### Metal layers overlaid

Two of the layers only.
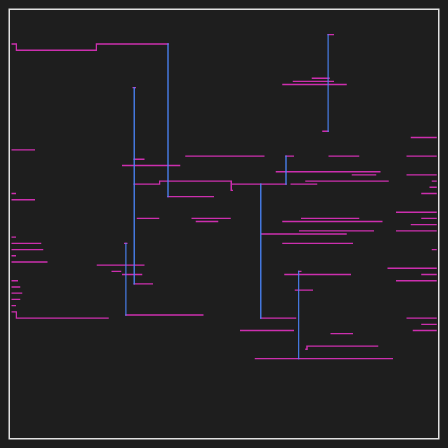
### Clock routing

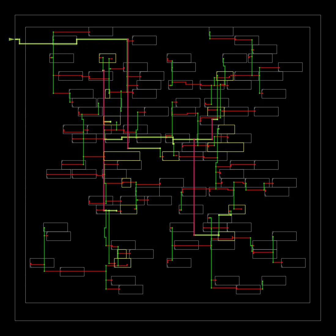
### Cell sizes after repair

Bar = 20 um.
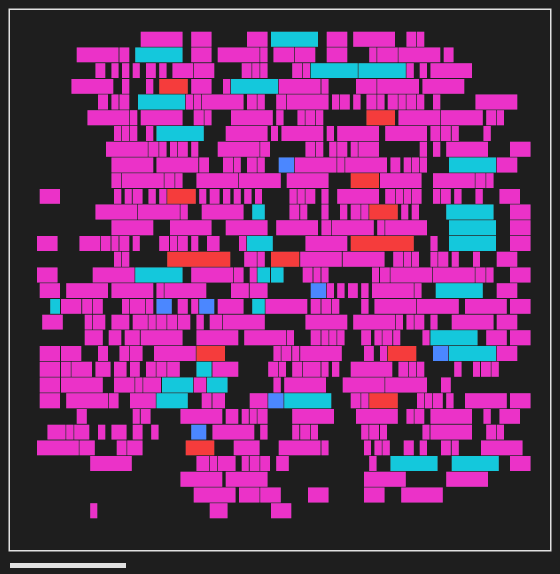
### Metal 4

Bar = 20 um.
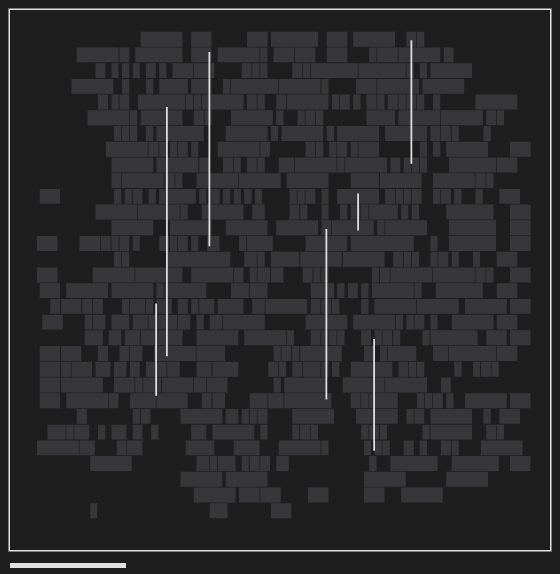
==> config.mk <==
export PLATFORM = sky130hd
export DESIGN_NAME = memstream_reader
export DESIGN_NICKNAME = d
export VERILOG_FILES = /design/src/rtl/memstream_pkg.sv /design/src/rtl/memstream_reader_fifo.sv /design/src/rtl/memstream_reader.sv
export SDC_FILE = /design/constraint.sdc
export NUM_CORES = 1
export LEC_CHECK = 0
export CAP_MARGIN = 20
export CORE_MARGIN = 3
export CORE_UTILIZATION = 50
export DETAILED_ROUTE_END_ITERATION = 10
export PLACE_DENSITY = 0.78
export SLEW_MARGIN = 20
export SYNTH_ARGS = -nofsm -noshare
export SYNTH_HDL_FRONTEND = slang
export SYNTH_SLANG_ARGS = --single-unit
==> constraint.sdc <==
create_clock -name clk -period 3.5 [get_ports clk]
set_clock_uncertainty 0.1 [all_clocks]
set_input_delay 0.7 -clock clk [delete_from_list [all_inputs] [get_ports clk]]
set_output_delay 0.7 -clock clk [all_outputs]
set_load 0.02 [all_outputs]
==> run_results.csv <==
group,metric,value,unit
status,status,"finished, final reports clean",
clocking,cts_tree,"built",
drt,first_pass_iters,5,
drt,routed-wl-met3,576,um
synthesis,edf_count,0,
cells_and_area,antenna_cells,0,
synthesis,synthFlopType,"dfxtp_1",
synthesis,syn_nets,468,
placed_design,post-dp-hpwl,5860,um
pwr,power.leakage,1.510,nW
drt,drc,0,
drt,wl_met2,4535,um
synthesis,ys_seq_elements,91,
critical_path,worst-r2r-setup-slack,1.22,ns
sta,worstMarginPinSlew,0.9079,ns
floorplan,ios,51,
synthesis,yosys_area,0.003824,mm^2
sta,relSlewSlack,39.41,%
synthesis,synth_cells,442,
clocking,post_cts_resized,0,
global_routing,antenna_found_initial,0,
cells_and_area,drive_above_1_share,9.751,%
critical_path,path_max_fanout,18,
run,warnings,26,
clocking,clkTransAtPathRegs,0.09,ns
sta,finalSetupViolations,0,
floorplan,fp_util,52.16,%
placed_design,portBuffers,49,
clocking,cts_inserted_buffers,9,
drt,via_per_inst,5.549,
synthesis,yosys.cell_types.count,38,
critical_path,r2r_cells,8,
clocking,root_buffer,"clkbuf_8",
critical_path,worst-setup-path-type,"reg -> out",
cells_and_area,fin_nets,504,
drt,drt-initial-drc-count,202,
global_routing,grt_pass1_wl,15300,um
synthesis,synth_seq_share,47.64,%
clocking,cts_hold_buf,0,
sta,rsz0062_at_grt,"no",
cells_and_area,comb_area,0.001864,mm^2
drt,top_layer_used,"met4",
synthesis,syn_area_per_cell,8.651,um^2
sta,hold_viol,0,
floorplan,die_height,93.45,um
cells_and_area,final-seq-area,0.001822,mm^2
sta,final.setup.tns,0,ns
placed_design,finalWeightedCongestion,0.8293,
floorplan,core,0.007331,mm^2
global_routing,grt_pass1_vias,3278,
sta,fin_crit_sh,85.85,%
clocking,worstSkewPairLatency,0.35,ns
floorplan,rows,31,
critical_path,worst_setup_path_end_kind,"primary output",
synthesis,ys_warn_count,0,
clocking,post-cts-setup-buffer-count,0,
critical_path,worstPathArrival,2.20,ns
critical_path,critPathLaunchType,"flop",
drt,antenna_left,0,
cells_and_area,fin_util,62.37,%
hold_path,hold_path.class,"reg -> reg",
sta,fmax,0.3328,GHz
run,cap_violations,0,
hold_path,min_path_cells,2,
cells_and_area,largest_reg_flops,72,
synthesis,netlist_area,0.003824,mm^2
global_routing,grt_max_degree,87,
drt,met1_length,3947,um
clocking,cts.path.max_buffers,2,
pwr,power.density,554.9,mW/mm^2
critical_path,crit_required,2.70,ns
global_routing,grt_overflow_total,0,
clocking,ctsHtreeMaxLevel,3,
pwr,ir_drop,0.2432,mV
floorplan,dieArea,0.008733,mm^2
sta,fin_crit,3.005,ns
synthesis,ys_cells,442,
sta,slew_viol_final,0,
synthesis,async_flop_share,0,%
cells_and_area,nFillCells,624,
floorplan,die_w,93.45,um
## Picture notes: 'Metal layers overlaid'
Blue marks met4, wire length 167 um. Magenta marks met3, wire length 577 um.
GRT Overall Usage: 22.29%
via count: 3224
DR WL/cell: 15.88 um
final WL: 9227 um

## Picture notes: 'Clock routing'
Sink Count: 91
clock buffer count: 11
Flop Count: 91

## Picture notes: 'Cell sizes after repair'
Red marks drive 6 and up, cells 12, share 2.5%, most used clkbuf_8. Blue marks drive 3 to 4, cells 7, share 1.5%, most used buf_4. Cyan marks drive 2, cells 28, share 5.8%, most used mux4_2. Magenta marks drive 1 or less, cells 435, share 90%, most used nand2_1.
synth-to-layout area growth: 19.57%
slack of the critical path: 0.4952 ns
design area: 0.004572 mm^2
Signal buffers: 54

## Picture notes: 'Metal 4'
The layer holds 1.8% of the routed length. The longest straight run is 42.8 um.

where the power goes:
part	internal, mW	leakage, nW	total, mW	switching [mW]
logic	0.280	0.672	0.595	0.315
registers	1.10	0.737	1.17	0.0687
clock network	0.418	0.102	0.773	0.355
metal layers:
metal	vias to the layer above	global-route usage, %
met1	1541	28.14
met4	0	8.303
met5	-	0
li1	1566	-
met3	16	4.907
met2	101	37.28
worst max-delay path: stages, from the launching register on:
cell and delay [ns]:
dfxtp_1 0.37, buf_4 0.35, mux4_2 0.57, clkdlybuf4s50_1 0.56
kinds of logic after synthesis:
family	count (synthesis)	share of synthesized area (%)
and+or+nand+nor	190	20.81
AOI/OAI and AO/OA	95	13.68
DFF	91	47.64
buffers and inverters	35	3.730
muxes	18	10.60
xor gates and xnor gates	7	1.603
adders and majority gates	5	1.833
other	1	0.09807
stage by stage:
step | hold slack [ns] | std cells | worst slack (ns) | power (mW) | instance area (um^2)
2_1_floorplan | 0.3331 | 442 | 1.256 | 1.584 | 3824
3_3_place_gp | 0.3390 | 566 | 0.8882 | 1.768 | 4355
3_5_place_dp | 0.3462 | 566 | 0.8548 | 1.790 | 4355
4_1_cts | 0.3587 | 581 | 0.4709 | 2.552 | 4572
5_1_grt | 0.3757 | 581 | 0.3952 | 2.659 | 4572
6_report | 0.3575 | 581 | 0.4952 | 2.537 | 4572
cells in the mapped netlist (3+ instances only):
| library cell | instances | area, um^2 |
|---|---|---|
| nand2_1 | 151 | 566.8 |
| nand3_1 | 7 | 35.03 |
| nor2_1 | 8 | 30.03 |
| ha_1 | 4 | 50.05 |
| o21ai_0 | 4 | 20.02 |
| xnor2_1 | 3 | 26.28 |
| mux4_2 | 18 | 405.4 |
| or4_1 | 3 | 22.52 |
| nor2b_1 | 4 | 25.02 |
| clkbuf_1 | 20 | 75.07 |
| buf_2 | 6 | 30.03 |
| dfxtp_1 | 91 | 1822 |
| a21oi_1 | 80 | 400.4 |
| inv_1 | 6 | 22.52 |
| or3_1 | 4 | 25.02 |
| o31ai_1 | 3 | 22.52 |
| xor2_1 | 4 | 35.03 |
layout by cell type, fill, tap and decap left out, types with 2 or more instances in the layout:
| cell type | count |
|---|---|
| nor2_1 | 6 |
| nand2_1 | 151 |
| buf_4 | 5 |
| mux4_2 | 18 |
| dfxtp_1 | 91 |
| clkbuf_8 | 10 |
| xor2_1 | 4 |
| bufinv_16 | 2 |
| nand3_1 | 7 |
| or2_2 | 2 |
| clkdlybuf4s50_1 | 48 |
| nand4_1 | 2 |
| a21oi_1 | 80 |
| nor2_2 | 2 |
| nor3_1 | 2 |
| inv_1 | 6 |
| nor2b_1 | 4 |
| clkinvlp_4 | 2 |
| o21ai_0 | 4 |
| or3_1 | 4 |
| ha_1 | 4 |
| or4_1 | 3 |
| xnor2_1 | 3 |
| o221ai_2 | 2 |
| o31ai_1 | 3 |
layout make-up:
| cell class | instances | share of cell area, % |
|---|---|---|
| Clock buffer | 11 | 3.093 |
| Sequential cell | 91 | 39.85 |
| Multi-Input combinational cell | 316 | 40.78 |
| Inverter | 6 | 0.4926 |
| Clock inverter | 4 | 1.642 |
| Tap cell | 99 | 2.709 |
| Timing Repair Buffer | 54 | 11.44 |
Power is estimated from default activity; no workload was simulated.
